**src/rtl/uart_transmitter_pkg.sv**
```systemverilog
// ---------------------------------------------------------------------------
// uart_transmitter_pkg
// Shared UART frame-format codes, clock constants, TX FSM state encoding and
// small frame-format helpers used by the transmitter.
// ---------------------------------------------------------------------------
package uart_transmitter_pkg;

    // Data width codes (number of data bits = code + 5)
    localparam logic [1:0] DW_5BIT = 2'd0;
    localparam logic [1:0] DW_6BIT = 2'd1;
    localparam logic [1:0] DW_7BIT = 2'd2;
    localparam logic [1:0] DW_8BIT = 2'd3;

    // Stop bit codes; anything other than SB_2BIT means one stop bit
    localparam logic [1:0] SB_1BIT = 2'd0;
    localparam logic [1:0] SB_2BIT = 2'd1;

    // Parity mode codes
    localparam logic [1:0] EVEN      = 2'd0;
    localparam logic [1:0] ODD       = 2'd1;
    localparam logic [1:0] DISABLED1 = 2'd2;
    localparam logic [1:0] DISABLED2 = 2'd3;

    localparam int unsigned SYSTEM_CLOCK_FREQ = 50_000_000;
    localparam int unsigned COUNT_10MS        = SYSTEM_CLOCK_FREQ / 100;

    // TX FSM state encoding
    typedef logic [2:0] tx_state_t;
    localparam tx_state_t TX_IDLE       = 3'd0;
    localparam tx_state_t TX_START      = 3'd1;
    localparam tx_state_t TX_DATA       = 3'd2;
    localparam tx_state_t TX_PARITY     = 3'd3;
    localparam tx_state_t TX_STOP       = 3'd4;
    localparam tx_state_t TX_CONFIG_REQ = 3'd5;

    // Byte and format latched at frame start
    typedef struct packed {
        logic [7:0] data;
        logic [1:0] dw;
        logic [1:0] sb;
        logic [1:0] pm;
    } tx_frame_t;

    // Index of the last data bit sent for a width code
    function automatic logic [2:0] data_last_idx(input logic [1:0] dw);
        case (dw)
            DW_5BIT: data_last_idx = 3'd4;
            DW_6BIT: data_last_idx = 3'd5;
            DW_7BIT: data_last_idx = 3'd6;
            default: data_last_idx = 3'd7;
        endcase
    endfunction

    function automatic logic parity_enabled(input logic [1:0] pm);
        case (pm)
            EVEN, ODD:            parity_enabled = 1'b1;
            DISABLED1, DISABLED2: parity_enabled = 1'b0;
            default:              parity_enabled = 1'b0;
        endcase
    endfunction

    // XOR over only the transmitted bits, inverted for odd parity
    function automatic logic parity_bit(input logic [7:0] data,
                                        input logic [1:0] dw,
                                        input logic [1:0] pm);
        logic [7:0] mask;
        mask = 8'hFF >> (2'd3 - dw);
        parity_bit = (^(data & mask)) ^ (pm == ODD);
    endfunction

endpackage

```
**src/rtl/uart_transmitter_fifo.sv**
```systemverilog
// ---------------------------------------------------------------------------
// sync_fifo
// Single-clock first-word-fall-through FIFO. The head entry is always visible
// on rd_data_o while not empty; rd_en_i pops it.
// Ports:
//   clk_i, rst_i       clock, async active-high reset
//   wr_en_i/wr_data_i  enqueue; dropped while full unless a pop happens too
//   rd_en_i            pop head (ignored while empty)
//   rd_data_o          head entry
//   full_o, empty_o    registered flags, reflect state after this cycle
// ---------------------------------------------------------------------------
module sync_fifo #(
    parameter int unsigned WIDTH = 8,
    parameter int unsigned DEPTH = 64
) (
    input  logic             clk_i,
    input  logic             rst_i,
    input  logic             wr_en_i,
    input  logic [WIDTH-1:0] wr_data_i,
    input  logic             rd_en_i,
    output logic [WIDTH-1:0] rd_data_o,
    output logic             full_o,
    output logic             empty_o
);

    localparam int unsigned AW = $clog2(DEPTH);

    logic [WIDTH-1:0] mem_q [DEPTH];
    logic [AW-1:0]    wr_ptr_q, rd_ptr_q;
    logic [AW:0]      count_q, count_d;
    logic             full_q, empty_q;
    logic             wr_acc, rd_acc;

    // A pop frees the slot in the same cycle, so a write while full is
    // accepted when it coincides with a pop.
    assign rd_acc  = rd_en_i && !empty_q;
    assign wr_acc  = wr_en_i && (!full_q || rd_acc);
    assign count_d = count_q + {{AW{1'b0}}, wr_acc} - {{AW{1'b0}}, rd_acc};

    always_ff @(posedge clk_i or posedge rst_i) begin
        if (rst_i) begin
            wr_ptr_q <= '0;
            rd_ptr_q <= '0;
            count_q  <= '0;
            full_q   <= 1'b0;
            empty_q  <= 1'b1;
        end else begin
            if (wr_acc) wr_ptr_q <= wr_ptr_q + 1'b1;
            if (rd_acc) rd_ptr_q <= rd_ptr_q + 1'b1;
            count_q <= count_d;
            full_q  <= (count_d == (AW+1)'(DEPTH));
            empty_q <= (count_d == '0);
        end
    end

    always_ff @(posedge clk_i) begin
        if (wr_acc) mem_q[wr_ptr_q] <= wr_data_i;
    end

    assign rd_data_o = mem_q[rd_ptr_q];
    assign full_o    = full_q;
    assign empty_o   = empty_q;

endmodule

```
**src/rtl/uart_transmitter.sv**
```systemverilog
// ---------------------------------------------------------------------------
// uart_transmitter
// Buffers host bytes in a TX FIFO and serializes each one on tx_o as
// start, 5..8 data bits (LSB first), optional parity, 1 or 2 stop bits.
// Bit timing is OVERSAMPLE strobes of ov_baud_rt_i per serial bit.
// Optional build macro UART_TX_CONFIG_REQ_EN adds send_config_req_i, which
// holds the line low for 10*COUNT_10MS clocks, then high for one bit time.
// Ports:
//   clk_i, rst_i               clock, async active-high reset
//   ov_baud_rt_i               oversample strobe
//   data_tx_i/tx_fifo_write_i  FIFO enqueue
//   data_width_i, stop_bits_number_i, parity_mode_i  frame format
//   tx_enable_i                allows a new frame to start
//   tx_o                       serial line (registered, idle high)
//   tx_fifo_full_o/empty_o     FIFO flags
//   tx_busy_o                  frame in progress
//   tx_done_o                  1-cycle pulse after the last stop bit
// ---------------------------------------------------------------------------
module uart_transmitter
    import uart_transmitter_pkg::*;
#(
    parameter int unsigned FIFO_DEPTH = 64,
    parameter int unsigned OVERSAMPLE = 16
) (
    input  logic       clk_i,
    input  logic       rst_i,
    input  logic       ov_baud_rt_i,
    input  logic [7:0] data_tx_i,
    input  logic       tx_fifo_write_i,
    input  logic [1:0] data_width_i,
    input  logic [1:0] stop_bits_number_i,
    input  logic [1:0] parity_mode_i,
    input  logic       tx_enable_i,
`ifdef UART_TX_CONFIG_REQ_EN
    input  logic       send_config_req_i,
`endif
    output logic       tx_o,
    output logic       tx_fifo_full_o,
    output logic       tx_fifo_empty_o,
    output logic       tx_busy_o,
    output logic       tx_done_o
);

    localparam logic [3:0] OV_LAST = 4'(OVERSAMPLE - 1);

    tx_state_t  state_q, state_d;
    logic [3:0] cnt_q, cnt_d;
    logic [2:0] bit_idx_q, bit_idx_d;
    tx_frame_t  frame_q, frame_d;
    logic       tx_q, tx_d;
    logic       done_q, done_d;
    logic       bit_end, start_ok, launch;
    logic [7:0] fifo_head;
    logic       fifo_empty;

`ifdef UART_TX_CONFIG_REQ_EN
    localparam int unsigned CFG_CYCLES = COUNT_10MS * 10;
    localparam int unsigned CFG_W      = $clog2(CFG_CYCLES);
    logic [CFG_W-1:0] cfg_cnt_q, cfg_cnt_d;
    logic             cfg_hi_q, cfg_hi_d;
`endif

    sync_fifo #(
        .WIDTH (8),
        .DEPTH (FIFO_DEPTH)
    ) u_fifo (
        .clk_i     (clk_i),
        .rst_i     (rst_i),
        .wr_en_i   (tx_fifo_write_i),
        .wr_data_i (data_tx_i),
        .rd_en_i   (launch),
        .rd_data_o (fifo_head),
        .full_o    (tx_fifo_full_o),
        .empty_o   (fifo_empty)
    );

    assign bit_end  = ov_baud_rt_i && (cnt_q == OV_LAST);
    assign start_ok = tx_enable_i && !fifo_empty;

    always_comb begin
        state_d   = state_q;
        cnt_d     = cnt_q;
        bit_idx_d = bit_idx_q;
        frame_d   = frame_q;
        done_d    = 1'b0;
        launch    = 1'b0;
`ifdef UART_TX_CONFIG_REQ_EN
        cfg_cnt_d = cfg_cnt_q;
        cfg_hi_d  = cfg_hi_q;
`endif
        if (ov_baud_rt_i) cnt_d = bit_end ? 4'd0 : cnt_q + 4'd1;

        case (state_q)
            TX_IDLE: begin
                cnt_d = 4'd0;
`ifdef UART_TX_CONFIG_REQ_EN
                if (send_config_req_i) begin
                    state_d   = TX_CONFIG_REQ;
                    cfg_cnt_d = '0;
                    cfg_hi_d  = 1'b0;
                end else
`endif
                if (start_ok) launch = 1'b1;
            end
            TX_START: begin
                if (bit_end) begin
                    state_d   = TX_DATA;
                    bit_idx_d = 3'd0;
                end
            end
            TX_DATA: begin
                if (bit_end) begin
                    if (bit_idx_q == data_last_idx(frame_q.dw)) begin
                        state_d   = parity_enabled(frame_q.pm) ? TX_PARITY : TX_STOP;
                        bit_idx_d = 3'd0;
                    end else begin
                        bit_idx_d = bit_idx_q + 3'd1;
                    end
                end
            end
            TX_PARITY: begin
                if (bit_end) begin
                    state_d   = TX_STOP;
                    bit_idx_d = 3'd0;
                end
            end
            TX_STOP: begin
                if (bit_end) begin
                    // bit_idx counts stop bits; 1 is only reached with two
                    if ((frame_q.sb != SB_2BIT) || (bit_idx_q == 3'd1)) begin
                        done_d  = 1'b1;
                        state_d = TX_IDLE;
                        // Chain straight into the next frame with no idle bit
                        if (start_ok) launch = 1'b1;
                    end else begin
                        bit_idx_d = 3'd1;
                    end
                end
            end
`ifdef UART_TX_CONFIG_REQ_EN
            TX_CONFIG_REQ: begin
                if (!cfg_hi_q) begin
                    // Low phase is timed in clocks; hold the bit timer parked
                    cnt_d = 4'd0;
                    if (cfg_cnt_q == CFG_W'(CFG_CYCLES - 1)) cfg_hi_d = 1'b1;
                    else cfg_cnt_d = cfg_cnt_q + 1'b1;
                end else if (bit_end) begin
                    done_d  = 1'b1;
                    state_d = TX_IDLE;
                end
            end
`endif
            default: state_d = TX_IDLE;
        endcase

        if (launch) begin
            frame_d = '{data: fifo_head, dw: data_width_i,
                        sb: stop_bits_number_i, pm: parity_mode_i};
            state_d = TX_START;
            cnt_d   = 4'd0;
        end

        // Line level follows the next state so tx_o changes with it
        tx_d = 1'b1;
        case (state_d)
            TX_START:      tx_d = 1'b0;
            TX_DATA:       tx_d = frame_d.data[bit_idx_d];
            TX_PARITY:     tx_d = parity_bit(frame_d.data, frame_d.dw, frame_d.pm);
`ifdef UART_TX_CONFIG_REQ_EN
            TX_CONFIG_REQ: tx_d = cfg_hi_d;
`endif
            default:       tx_d = 1'b1;
        endcase
    end

    always_ff @(posedge clk_i or posedge rst_i) begin
        if (rst_i) begin
            state_q   <= TX_IDLE;
            cnt_q     <= 4'd0;
            bit_idx_q <= 3'd0;
            frame_q   <= '0;
            tx_q      <= 1'b1;
            done_q    <= 1'b0;
        end else begin
            state_q   <= state_d;
            cnt_q     <= cnt_d;
            bit_idx_q <= bit_idx_d;
            frame_q   <= frame_d;
            tx_q      <= tx_d;
            done_q    <= done_d;
        end
    end

`ifdef UART_TX_CONFIG_REQ_EN
    always_ff @(posedge clk_i or posedge rst_i) begin
        if (rst_i) begin
            cfg_cnt_q <= '0;
            cfg_hi_q  <= 1'b0;
        end else begin
            cfg_cnt_q <= cfg_cnt_d;
            cfg_hi_q  <= cfg_hi_d;
        end
    end
`endif

    assign tx_o            = tx_q;
    assign tx_fifo_empty_o = fifo_empty;
    assign tx_busy_o       = (state_q != TX_IDLE);
    assign tx_done_o       = done_q;

endmodule

```
**config.mk**
```make
export PLATFORM = sky130hd
export DESIGN_NAME = uart_transmitter
export DESIGN_NICKNAME = d
export VERILOG_FILES = /design/src/rtl/uart_transmitter_pkg.sv /design/src/rtl/uart_transmitter_fifo.sv /design/src/rtl/uart_transmitter.sv
export SDC_FILE = /design/constraint.sdc
export NUM_CORES = 1
export LEC_CHECK = 0
export CAP_MARGIN = 30
export CORE_UTILIZATION = 60
export DETAILED_ROUTE_END_ITERATION = 10
export DONT_BUFFER_PORTS = 1
export MAX_ROUTING_LAYER = met4
export PLACE_DENSITY_LB_ADDON = 0.12
export SETUP_SLACK_MARGIN = 0.02
export SLEW_MARGIN = 20
export SYNTH_ARGS = -nofsm -noshare
export SYNTH_HDL_FRONTEND = slang
export SYNTH_SLANG_ARGS = --single-unit
```
**constraint.sdc**
```tcl
create_clock -name clk_i -period 4.75 [get_ports clk_i]
set_input_delay 0.475 -clock clk_i [delete_from_list [all_inputs] [get_ports clk_i]]
set_output_delay 0.475 -clock clk_i [all_outputs]
set_load 0.02 [all_outputs]
```
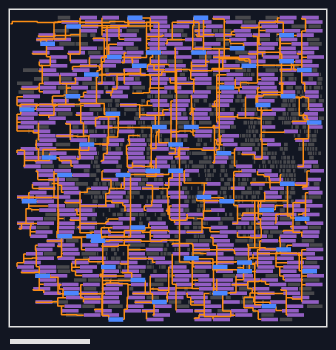
**Above:** routed clock nets over the placement.
The bar under the picture is 50 um long.
Key: purple = flip-flops [count 559]; orange = clock wires [length 6,050 um]; blue = cells driving clock nets [count 55]
Position of the flops: spread over the die. There are 56 routed clock nets.

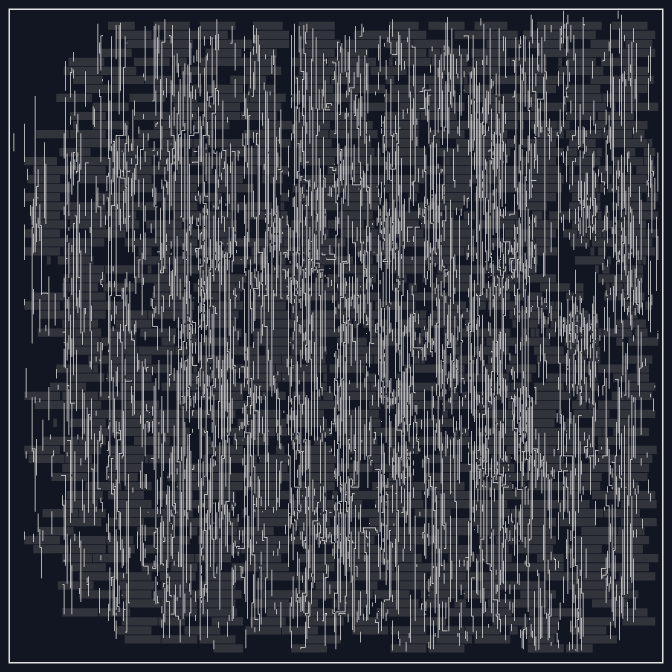
**Above:** signal wires on met2.
The layer carries 24.4 mm of wire. The layer holds 47% of the routed length.

==> flow_metrics.py <==
# Generated from Yosys and OpenROAD reports
metrics = {
    "outcome": {
        "status": "complete, no violations",
    },
    "critical_path": {
        "critPathLaunchType": "flip-flop",
        "cp.required_ns": 5.26,
        "cpPeakStageDelay_ns": 0.70,
    },
    "hold_path": {
        "min_path_type": "in -> reg",
    },
    "finish": {
        "final_cell_mix": "edfxtp_1, nor2_1, mux4_2",
    },
    "power_and_ir_drop": {
        "total_power_mw": 14.5,
    },
    "detailed_routing": {
        "dr.pass1.iters": 5,
        "num_vias": 11900,
        "antenna_left": 0,
    },
    "place": {
        "numPortBuffers": 0,
    },
    "floorplanning": {
        "rows": 70,
    },
    "logic_synthesis": {
        "top_area_cell": "edfxtp_1",
        "flop_cell": "edfxtp_1",
        "ys_cells": 1208,
        "mappedNetlistArea_mm2": 0.0227,
    },
    "clocking": {
        "clock_latency_ns": 0.60,
    },
    "run": {
        "cap_violations": 0,
        "warning_count": 27,
    },
    "timing": {
        "min_period_ns": 4.14,
        "rsz0062_at_grt": "no",
    },
}
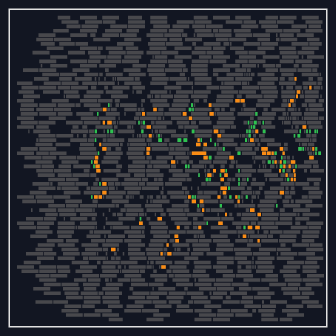
**Above:** gate-type map.
Key: green = NAND gates [cells 83, where a horizontal strip, middle]; orange = inverting AOI/OAI gates [cells 96]

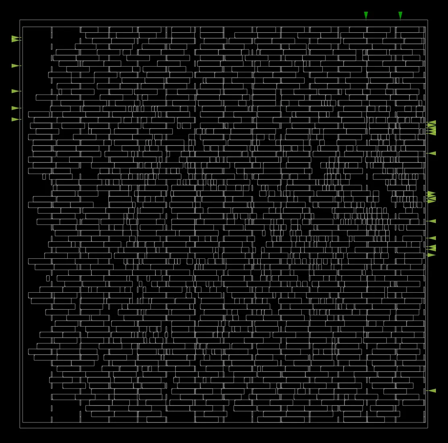
**Above:** placed standard cells.
Taps Inserted: 504
post-route insts no fill: 1,823

final timing paths:
path	cells past startpoint	end	from	slack [ns]
hold / removal	1	frame_q[1]	parity_mode_i[1]	0.05
hold reg to reg	2	frame_q[3]	frame_q[3]	0.47
setup / recovery	15	u_fifo.empty_o	bit_idx_q[1]	0.61
min in group asynchronous	2	tx_done_o	rst_i	0.32
setup reg to reg	15	u_fifo.empty_o	bit_idx_q[1]	0.61
max in group asynchronous	3	tx_o	rst_i	3.87
power by group:
| part | internal, mW | total, mW | switching (mW) |
|---|---|---|---|
| clock | 2.67 | 4.50 | 1.83 |
| sequential | 5.70 | 6.12 | 0.411 |
| combinational | 1.79 | 3.93 | 2.15 |
per-layer routing:
metal,vias to the layer above,wire length [um]
li1,5007,-
met1,6188,22000
met2,580,24400
met3,109,4550
met4,0,1380
met5,-,0
sequential cells by signal, indices dropped and copies added (netlist names):
register         count
u_fifo.mem_q       512
frame_q             14
u_fifo.count_q       7
u_fifo.rd_ptr_q      6
u_fifo.wr_ptr_q      6
cnt_q                4
bit_idx_q            3
state_q              3
tx_done_o            1
tx_o                 1
u_fifo.empty_o       1
u_fifo.full_o        1
Yosys cell counts (all sizes together) (7+ instances only):
library cell,number
a21oi,14
a221oi,9
a22oi,8
buf,45
clkbuf,15
dfrtp,45
edfxtp,512
ha,12
inv,24
mux2,21
mux2i,68
mux4,104
nand2,45
nand3,21
nand4,7
nor2,97
nor2b,11
o211ai,11
o21ai,14
o221ai,10
o22ai,7
xnor2,18
cells by family after synthesis:
group,after synthesis,synth area share [%]
AOI/OAI and AO/OA,114,3.84
xor gates and xnor gates,23,1.01
adders and majority gates,13,0.750
buffers and inverters,85,2.34
DFF,559,72.9
muxes,193,14.6
and+or+nand+nor,221,4.51
final cells by class:
class | instances | area share (%)
sequential | 559 | 64.9
clock buffer | 63 | 5.68
clock inverter | 40 | 1.70
timing repair buffer | 68 | 2.89
inverter | 25 | 0.368
tap | 504 | 2.47
multi-input combinational | 564 | 22.0
stage by stage:
step / setup slack [ns] / cells / instance area, um^2 / hold WS (ns) / utilization [%]
global route: 0.269 / 1823 / 25500 / 0.0390 / 69.0
detailed placement: 0.689 / 1709 / 23400 / 0.352 / 63.3
floorplan: 0.855 / 1208 / 22700 / 0.437 / -
CTS: 0.610 / 1823 / 25500 / 0.0290 / 69.0
finish: 0.612 / 1823 / 25500 / 0.0505 / 69.0
global placement: 0.842 / 1706 / 23400 / 0.458 / 63.2
critical path: cells and delay by family (launching register included):
family,cells,cell delay [ns]
DFF,1,0.41
AOI/OAI and AO/OA,5,1.29
and+or+nand+nor,3,1.15
buffers and inverters,3,0.23
adders and majority gates,3,0.83
xor gates and xnor gates,1,0.14
what timing repair did:
item / 4_1_cts / 5_1_grt
setup endpoints to repair: 0 / 0
endpoints found under the hold margin: 528 / 0
hold buffers: 11 / 0
gates resized: 0 / 0
Power and IR drop assume default switching activity.
